**src/rtl/fft_band_accum_pkg.sv**
```systemverilog
// Shared constants, types and state encoding for the FFT band accumulator.
// Optional feature macro: PEAK_DECAY_EN.
package fft_band_pkg;

  localparam int DATA_W      = 16;
  localparam int IDX_W       = 8;
  localparam int NUM_BANDS   = 16;
  localparam int BIN_SHIFT   = 3;
  localparam int LEVEL_SHIFT = 11;
  localparam int LEVEL_W     = 4;

  localparam int ACC_W    = DATA_W + BIN_SHIFT;
  localparam int BAND_W   = $clog2(NUM_BANDS);
  localparam int LAST_BIN = (NUM_BANDS << BIN_SHIFT) - 1;

  localparam logic [IDX_W-1:0]  LAST_IDX  = IDX_W'(LAST_BIN);
  localparam logic [BAND_W-1:0] LAST_BAND = BAND_W'(NUM_BANDS - 1);

  typedef logic [DATA_W-1:0]  data_t;
  typedef logic [IDX_W-1:0]   idx_t;
  typedef logic [ACC_W-1:0]   acc_t;
  typedef logic [BAND_W-1:0]  band_t;
  typedef logic [LEVEL_W-1:0] level_t;

  typedef enum logic {
    ACCUM = 1'b0,
    EMIT  = 1'b1
  } state_e;

endpackage

```
**src/rtl/fft_band_accum_if.sv**
```systemverilog
// Handshake bundles: FFT magnitude stream in, band level stream out.
// Optional feature macro: PEAK_DECAY_EN (no effect on these bundles).
interface fft_mag_if;
  import fft_band_pkg::*;

  data_t data_in;
  idx_t  index_in;
  logic  data_in_valid;
  logic  data_in_ready;

  modport master (
    output data_in, index_in, data_in_valid,
    input  data_in_ready
  );

  modport slave (
    input  data_in, index_in, data_in_valid,
    output data_in_ready
  );
endinterface

interface band_if;
  import fft_band_pkg::*;

  logic   band_valid;
  logic   band_ready;
  band_t  band_idx;
  level_t band_level;
  logic   frame_done;

  modport master (
    output band_valid, band_idx, band_level, frame_done,
    input  band_ready
  );

  modport slave (
    input  band_valid, band_idx, band_level, frame_done,
    output band_ready
  );
endinterface

```
**src/rtl/fft_band_accum_scale.sv**
```systemverilog
// Band sum to column height: shift, saturate, optional peak-hold decay.
// Optional feature macro: PEAK_DECAY_EN.
module band_level_scale
  import fft_band_pkg::*;
(
  input  acc_t   acc_i,
`ifdef PEAK_DECAY_EN
  input  level_t pk_i,
`endif
  output level_t level_o
);

  logic   sat;
  level_t lvl;

  always_comb begin
    sat = |(acc_i >> (LEVEL_SHIFT + LEVEL_W));
    lvl = sat ? '1 : level_t'(acc_i >> LEVEL_SHIFT);
  end

`ifdef PEAK_DECAY_EN
  level_t decayed;

  // Peak falls one step per frame but follows a louder level at once.
  always_comb begin
    decayed = pk_i - level_t'(pk_i != '0);
    level_o = (lvl > decayed) ? lvl : decayed;
  end
`else
  assign level_o = lvl;
`endif

endmodule

```
**src/rtl/fft_band_accum.sv**
```systemverilog
// Sums FFT bins into linear bands per frame and streams saturated column heights.
// Optional feature macro: PEAK_DECAY_EN (per-band peak hold with decay).
module fft_band_accum
  import fft_band_pkg::*;
(
  input  logic  clk,
  input  logic  rst,
  fft_mag_if.slave mag,
  band_if.master   band
);

  state_e state_q, state_d;
  acc_t   acc_q [NUM_BANDS];
  acc_t   acc_d [NUM_BANDS];
  band_t  idx_q, idx_d;
  logic   valid_q, valid_d;
  logic   done_q, done_d;
  level_t level_q, level_d;
  level_t scaled;
  logic   accept;
  logic   hs;
  band_t  bin_band;

`ifdef PEAK_DECAY_EN
  level_t pk_q [NUM_BANDS];
  level_t pk_d [NUM_BANDS];
`endif

  assign mag.data_in_ready = (state_q == ACCUM) & ~rst;

  assign accept   = mag.data_in_valid & mag.data_in_ready;
  assign hs       = valid_q & band.band_ready;
  assign bin_band = band_t'(mag.index_in >> BIN_SHIFT);

  always_comb begin
    state_d = state_q;
    acc_d   = acc_q;
    idx_d   = idx_q;
    valid_d = valid_q;
    done_d  = 1'b0;
`ifdef PEAK_DECAY_EN
    pk_d    = pk_q;
`endif
    if (accept) begin
      if (mag.index_in == '0) begin
        for (int b = 0; b < NUM_BANDS; b++)
          acc_d[b] = '0;
        acc_d[0] = acc_t'(mag.data_in);
      end else if (mag.index_in <= LAST_IDX) begin
        acc_d[bin_band] = acc_q[bin_band]
                        + acc_t'(mag.data_in);
      end
      if (mag.index_in == LAST_IDX) begin
        state_d = EMIT;
        valid_d = 1'b1;
        idx_d   = '0;
      end
    end
    if (hs) begin
`ifdef PEAK_DECAY_EN
      pk_d[idx_q] = level_q;
`endif
      if (idx_q == LAST_BAND) begin
        state_d = ACCUM;
        valid_d = 1'b0;
        idx_d   = '0;
        done_d  = 1'b1;
      end else begin
        idx_d = idx_q + 1'b1;
      end
    end
  end

  // Level is computed for the band presented next cycle, so it is registered.
  band_level_scale u_scale (
    .acc_i   (acc_d[idx_d]),
`ifdef PEAK_DECAY_EN
    .pk_i    (pk_d[idx_d]),
`endif
    .level_o (scaled)
  );

  assign level_d = valid_d ? scaled : '0;

  always_ff @(posedge clk) begin
    if (rst) begin
      state_q <= ACCUM;
      for (int b = 0; b < NUM_BANDS; b++)
        acc_q[b] <= '0;
      idx_q   <= '0;
      valid_q <= 1'b0;
      done_q  <= 1'b0;
      level_q <= '0;
`ifdef PEAK_DECAY_EN
      for (int b = 0; b < NUM_BANDS; b++)
        pk_q[b] <= '0;
`endif
    end else begin
      state_q <= state_d;
      acc_q   <= acc_d;
      idx_q   <= idx_d;
      valid_q <= valid_d;
      done_q  <= done_d;
      level_q <= level_d;
`ifdef PEAK_DECAY_EN
      pk_q    <= pk_d;
`endif
    end
  end

  assign band.band_valid = valid_q;
  assign band.band_idx   = idx_q;
  assign band.band_level = level_q;
  assign band.frame_done = done_q;

endmodule
```
**src/flat_wrapper.sv**
```systemverilog
// flat-port wrapper written by rule: the top's interface ports become plain ports
module fft_band_accum_flat import fft_band_pkg::*;
  (clk, rst, mag_data_in, mag_index_in, mag_data_in_valid, mag_data_in_ready, band_band_valid, band_band_idx, band_band_level, band_frame_done, band_band_ready);
  fft_mag_if mag_i ();
  band_if band_i ();
  input  logic clk;
  input  logic rst;
  input wire logic [$bits(mag_i.data_in)-1:0] mag_data_in;
  input wire logic [$bits(mag_i.index_in)-1:0] mag_index_in;
  input wire logic [$bits(mag_i.data_in_valid)-1:0] mag_data_in_valid;
  output wire logic [$bits(mag_i.data_in_ready)-1:0] mag_data_in_ready;
  output wire logic [$bits(band_i.band_valid)-1:0] band_band_valid;
  output wire logic [$bits(band_i.band_idx)-1:0] band_band_idx;
  output wire logic [$bits(band_i.band_level)-1:0] band_band_level;
  output wire logic [$bits(band_i.frame_done)-1:0] band_frame_done;
  input wire logic [$bits(band_i.band_ready)-1:0] band_band_ready;
  assign mag_i.data_in = mag_data_in;
  assign mag_i.index_in = mag_index_in;
  assign mag_i.data_in_valid = mag_data_in_valid;
  assign mag_data_in_ready = mag_i.data_in_ready;
  assign band_band_valid = band_i.band_valid;
  assign band_band_idx = band_i.band_idx;
  assign band_band_level = band_i.band_level;
  assign band_frame_done = band_i.frame_done;
  assign band_i.band_ready = band_band_ready;
  fft_band_accum u_core (.clk(clk), .rst(rst), .mag(mag_i), .band(band_i));
endmodule
```
**config.mk**
```make
export PLATFORM = sky130hd
export DESIGN_NAME = fft_band_accum_flat
export DESIGN_NICKNAME = d
export VERILOG_FILES = /design/src/rtl/fft_band_accum_pkg.sv /design/src/rtl/fft_band_accum_if.sv /design/src/rtl/fft_band_accum_scale.sv /design/src/rtl/fft_band_accum.sv /design/src/flat_wrapper.sv
export SDC_FILE = /design/constraint.sdc
export NUM_CORES = 1
export LEC_CHECK = 0
export CAP_MARGIN = 20
export CORE_ASPECT_RATIO = 1.25
export CORE_MARGIN = 4
export CORE_UTILIZATION = 50
export CTS_CLUSTER_DIAMETER = 80
export DETAILED_ROUTE_END_ITERATION = 7
export PLACE_DENSITY = 0.67
export SLEW_MARGIN = 5
export SYNTH_ARGS = -nofsm -noshare
export SYNTH_HDL_FRONTEND = slang
export SYNTH_SLANG_ARGS = --single-unit
```
**constraint.sdc**
```tcl
create_clock -name clk -period 19.5 [get_ports clk]
set_input_delay 3.9 -clock clk [delete_from_list [all_inputs] [get_ports clk]]
set_output_delay 3.9 -clock clk [all_outputs]
set_load 0.02 [all_outputs]
```
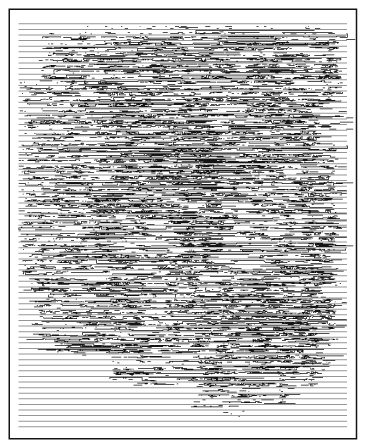
Fig. 1. M1 wires.
Supply wires on this layer in gray.
share of all routed wire: 36%
wire length on this layer: 21.4 mm
nets with wire on the layer: 1760
longest straight run: 69.9 um
via count: 15188
WL final: 59950 um
met1 Use GR: 40.89%

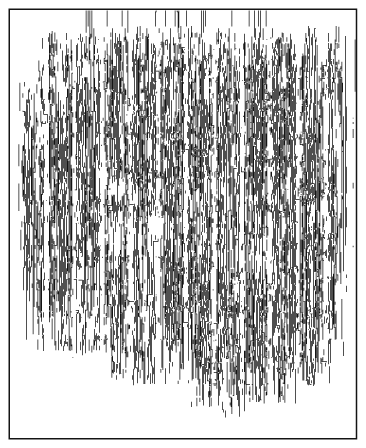
Fig. 2. Metal 2.
main direction: vertical
share of all routed wire: 45%
nets with wire on the layer: 1528
wire length on this layer: 27.2 mm
longest straight run: 103 um
met2 Use GR: 52.27%

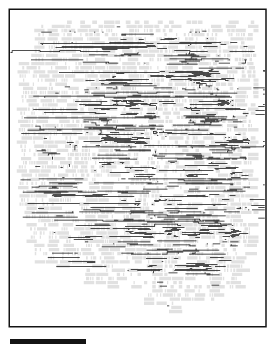
Fig. 3. The metal 3 layer.
Scale bar: 50 um. Cells faint in the background.
longest straight run: 86.5 um
wire length on this layer: 6180 um
main direction: horizontal
met3 GRT Util: 6.398%

==> power by group through the flow <==
stage          combinational (W)  clock (W)  sequential [W]
2_1_floorplan          0.0000580          0        0.000661
4_1_cts                0.0000872   0.000637        0.000647
3_5_place_dp           0.0000871          0        0.000661
5_1_grt                0.0000948   0.000661        0.000647
6_report               0.0000901   0.000633        0.000647
3_3_place_gp           0.0000863          0        0.000661
==> Yosys cell counts (15+ instances only) <==
cell type	instances
mux4_2	91
ha_1	17
a211oi_1	24
nand3_1	21
nor2_1	254
o21ai_0	49
a21oi_1	165
nor3_1	27
nand2_1	304
dfxtp_1	315
a22oi_1	148
clkbuf_1	117
o21ai_1	15
buf_2	21
==> run_results.csv <==
group,metric,value,unit
run_status,run_status,"complete, no violations",
final_layout,fillers,2748,
grt,gr-max-usage-layer,"met2",
detailed_routing,initialDrtViolationCount,2250,
worst_setup_path,r2r_setup_slack,14.77,ns
final_layout,flop_area,6306,um^2
job,warnings,27,
pwr,p_comb_share,6.6,%
final_layout,sh_comb_area,51.07,%
clocking,insertion_delay,0.54,ns
worst_setup_path,cp-end-kind,"flip-flop",
sta,relSlewSlack,20.46,%
synth,avgSynthCellArea,8.762,um^2
final_layout,finalInstanceArea,17870,um^2
detailed_routing,dr.max_layer_used,"met4",
detailed_routing,vias_per_cell,6.814,
hold_path,hold_class,"reg2reg",
sta,skew,0.02081,ns
worst_setup_path,critPathKind,"in2reg",
final_layout,largestClassByArea,"logic gates",
synth,yosysTopAreaCell,"dfxtp_1",
synth,topCombFamilyByArea,"AND-OR/OR-AND gates",
job,drv_cap,0,
clocking,cts_sinks,315,
worst_setup_path,crit_chain,"buf_4 > buf_4 > mux4_2 > mux4_2 > ha_1 > o211ai_1 > a21oi_1 > o311a_2 > a31oi_4 > or3_1 > nand2_1 > a211oi_1 > o311ai_1 > a211oi_2 > o32ai_1",
pwr,p_seq_share,47.2,%
final_layout,fin_cells,2229,
die,taps,407,
detailed_routing,drc,0,
clocking,ctsHoldBuffers,0,
final_layout,buffer_area_share,4.692,%
worst_setup_path,max_stage_delay,0.82,ns
pwr,fin_total_pwr,0.001371,W
grt,grt_pass1_vias,14526,
synth,fa_ha_area_share,1.455,%
worst_setup_path,cp_num_buf_inv,2,
pwr,vdd_ir_drop_max,0.07746,mV
Power is estimated from default activity; no workload was simulated.
